File: src/rtl/pipe_stage_chain.sv
// Generic chain of pipeline stage registers with per-stage valid, stall and flush,
// plus valid/ready handshakes toward the producer (stage 0) and consumer (last stage).
module pipe_stage_chain #(
  parameter int unsigned      WIDTH     = 32,
  parameter int unsigned      STAGES    = 4,
  parameter int unsigned      COLLAPSE  = 0,
  parameter logic [WIDTH-1:0] RESET_VAL = '0
) (
  input  logic                      clk,
  input  logic                      rst_n,
  input  logic                      in_valid,
  input  logic [WIDTH-1:0]          in_data,
  output logic                      in_ready,
  input  logic [STAGES-1:0]         stall,
  input  logic [STAGES-1:0]         flush,
  output logic [STAGES-1:0]         stage_valid,
  output logic [STAGES*WIDTH-1:0]   stage_data,
  output logic                      out_valid,
  output logic [WIDTH-1:0]          out_data,
  input  logic                      out_ready
);

  logic [STAGES-1:0]             v_q, v_d;
  logic [STAGES-1:0][WIDTH-1:0]  d_q, d_d;
  logic [STAGES-1:0]             hold;

  // Hold ripples from the consumer end toward stage 0; with COLLAPSE an empty
  // stage breaks the chain so bubbles get squeezed out.
  always_comb begin : hold_chain
    logic blocked;
    hold    = '0;
    blocked = ~out_ready;
    for (int unsigned k = 0; k < STAGES; k++) begin
      hold[STAGES-1-k] = (stall[STAGES-1-k] | blocked) &
                         ((COLLAPSE != 0) ? v_q[STAGES-1-k] : 1'b1);
      blocked = hold[STAGES-1-k];
    end
  end

  always_comb begin : next_state
    int unsigned      src;
    logic             up_hold;
    logic             up_v;
    logic [WIDTH-1:0] up_d;
    v_d     = v_q;
    d_d     = d_q;
    src     = 0;
    up_hold = 1'b0;
    up_v    = 1'b0;
    up_d    = '0;
    for (int unsigned i = 0; i < STAGES; i++) begin
      // Stage 0 treats the producer as its upstream neighbour, which never holds.
      src     = (i == 0) ? 0 : i - 1;
      up_hold = (i == 0) ? 1'b0     : hold[src];
      up_v    = (i == 0) ? in_valid : v_q[src];
      up_d    = (i == 0) ? in_data  : d_q[src];
      if (flush[i]) begin
        v_d[i] = 1'b0;
        d_d[i] = RESET_VAL;
      end else if (!hold[i]) begin
        if (up_hold) begin
          v_d[i] = 1'b0;
          d_d[i] = RESET_VAL;
        end else begin
          v_d[i] = up_v;
          d_d[i] = up_v ? up_d : RESET_VAL;
        end
      end
    end
  end

  always_ff @(posedge clk) begin
    if (!rst_n) begin
      v_q <= '0;
      d_q <= {STAGES{RESET_VAL}};
    end else begin
      v_q <= v_d;
      d_q <= d_d;
    end
  end

  assign in_ready    = ~hold[0];
  assign out_valid   = v_q[STAGES-1] & ~stall[STAGES-1];
  assign out_data    = d_q[STAGES-1];
  assign stage_valid = v_q;
  assign stage_data  = d_q;

endmodule
File: config.mk
export PLATFORM = sky130hd
export DESIGN_NAME = pipe_stage_chain
export DESIGN_NICKNAME = d
export VERILOG_FILES = /design/src/rtl/pipe_stage_chain.sv
export SDC_FILE = /design/constraint.sdc
export NUM_CORES = 1
export LEC_CHECK = 0
export ABC_AREA = 1
export ABC_CLOCK_PERIOD_IN_PS = 1400
export CAP_MARGIN = 20
export CORE_UTILIZATION = 45
export CTS_CLUSTER_DIAMETER = 120
export DETAILED_ROUTE_END_ITERATION = 6
export PLACE_DENSITY = 0.84
export SKIP_CTS_REPAIR_TIMING = 1
export SLEW_MARGIN = 15
export SYNTH_ARGS = -nofsm -noshare
export SYNTH_HDL_FRONTEND = slang
export SYNTH_SLANG_ARGS = --single-unit
File: constraint.sdc
create_clock -name clk -period 1.4 [get_ports clk]
set_clock_uncertainty 0.05 [all_clocks]
set_input_delay 0.28 -clock clk [delete_from_list [all_inputs] [get_ports clk]]
set_output_delay 0.28 -clock clk [all_outputs]
set_load 0.01 [all_outputs]
==> GITHUB_STEP_SUMMARY <==
## Implementation flow summary

| Metric | Value |
|---|---|
| Mean Syn Cell Area | around 7.3 um2 |
| Synth async-reset ratio | 0% |
| Status | finished, final reports clean |
| Logic area | approximately 2200 um2 |
| Fa+ha+maj area frac | 0% |
| CTS Buf Count | 17 |
| Area of placed instances | between 7000 and 8000 um2 |
| Hold WS | 0.2251 ns |
| Chip area | about 13000 um2 |
| Drt first pass iters | 5 |
| Worst r2r path cells | 5 |
| Switching Share | 20.03% |
| Comb power frac | roughly 5.6% |
| Distinct lib cells | 14 |
| Yosys top cell by area | dfxtp_1 |
| Largest delay share family, worst path | buffers and inverters |
| GRT overflow | 0 |
| Flop pwr share | between 40 and 50% |
| Setup CP Type | in2out |
| Largest net degree at the start of global routing | about 65 |
| Synth top cell by count | nand2_1 |
[state kept, by name, summed over array words and instances (netlist names)]
register / flops
next_state.up_d: 32
out_data: 32
stage_valid: 4
stage_data: 64
[layer usage]
metal  global-route usage (%)  up-vias  wire length (um)
li1                         -     2885                 -
met1                    33.11     2762              7719
met2                    41.37      256              8942
met3                    4.500       28              1086
met4                    8.658        0               388
met5                        0        -                 0
[area by class of cell]
cell class / instances / area share (%)
clock buffers: 22 / 5.019
multi-input cells: 471 / 24.43
clock inverters: 10 / 2.240
inverters: 76 / 3.166
repair buffers: 259 / 33.62
well taps: 168 / 2.323
flip-flops and latches: 132 / 29.20
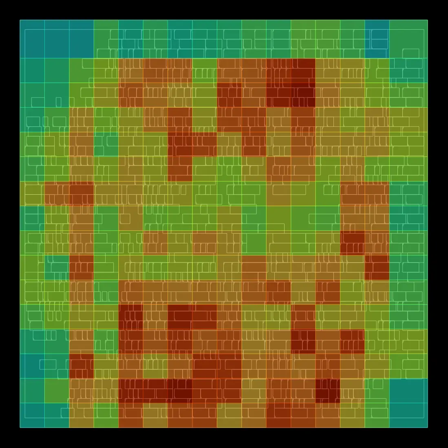
**Above:** track usage over the die.
gr busiest metal: met2
met3 usage in global routing: 4.500%
M1 GR Usage: 33.11%
met2 usage: 41.37%

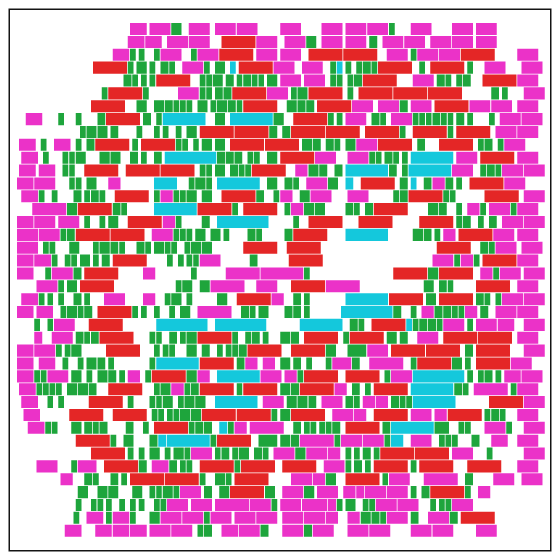
**Above:** placed cells, one colour a class.
legend:
  remaining buffers and delay cells:
    colour: magenta
    cells: 259
    share_of_their_area: 34%
  sequential cells:
    colour: red
    cells: 132
    share_of_their_area: 30%
  combinational and other logic:
    colour: green
    cells: 547
    share_of_their_area: 28%
  clock drivers and dummy loads:
    colour: cyan
    cells: 32
    share_of_their_area: 7.4%

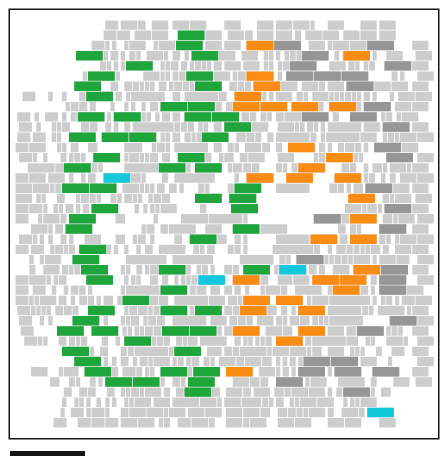
**Above:** where the registers sit.
The bar under the picture is 20 um long. Other sequential cells in the stronger grey, the rest of the logic in the fainter grey.
legend:
  `stage_valid`:
    colour: cyan
    sequential_cells: 4
  `stage_data`:
    colour: green
    sequential_cells: 64
  `next_state.up_d`:
    colour: orange
    sequential_cells: 32

No activity file was given, so power comes from the tool's default toggle rates.
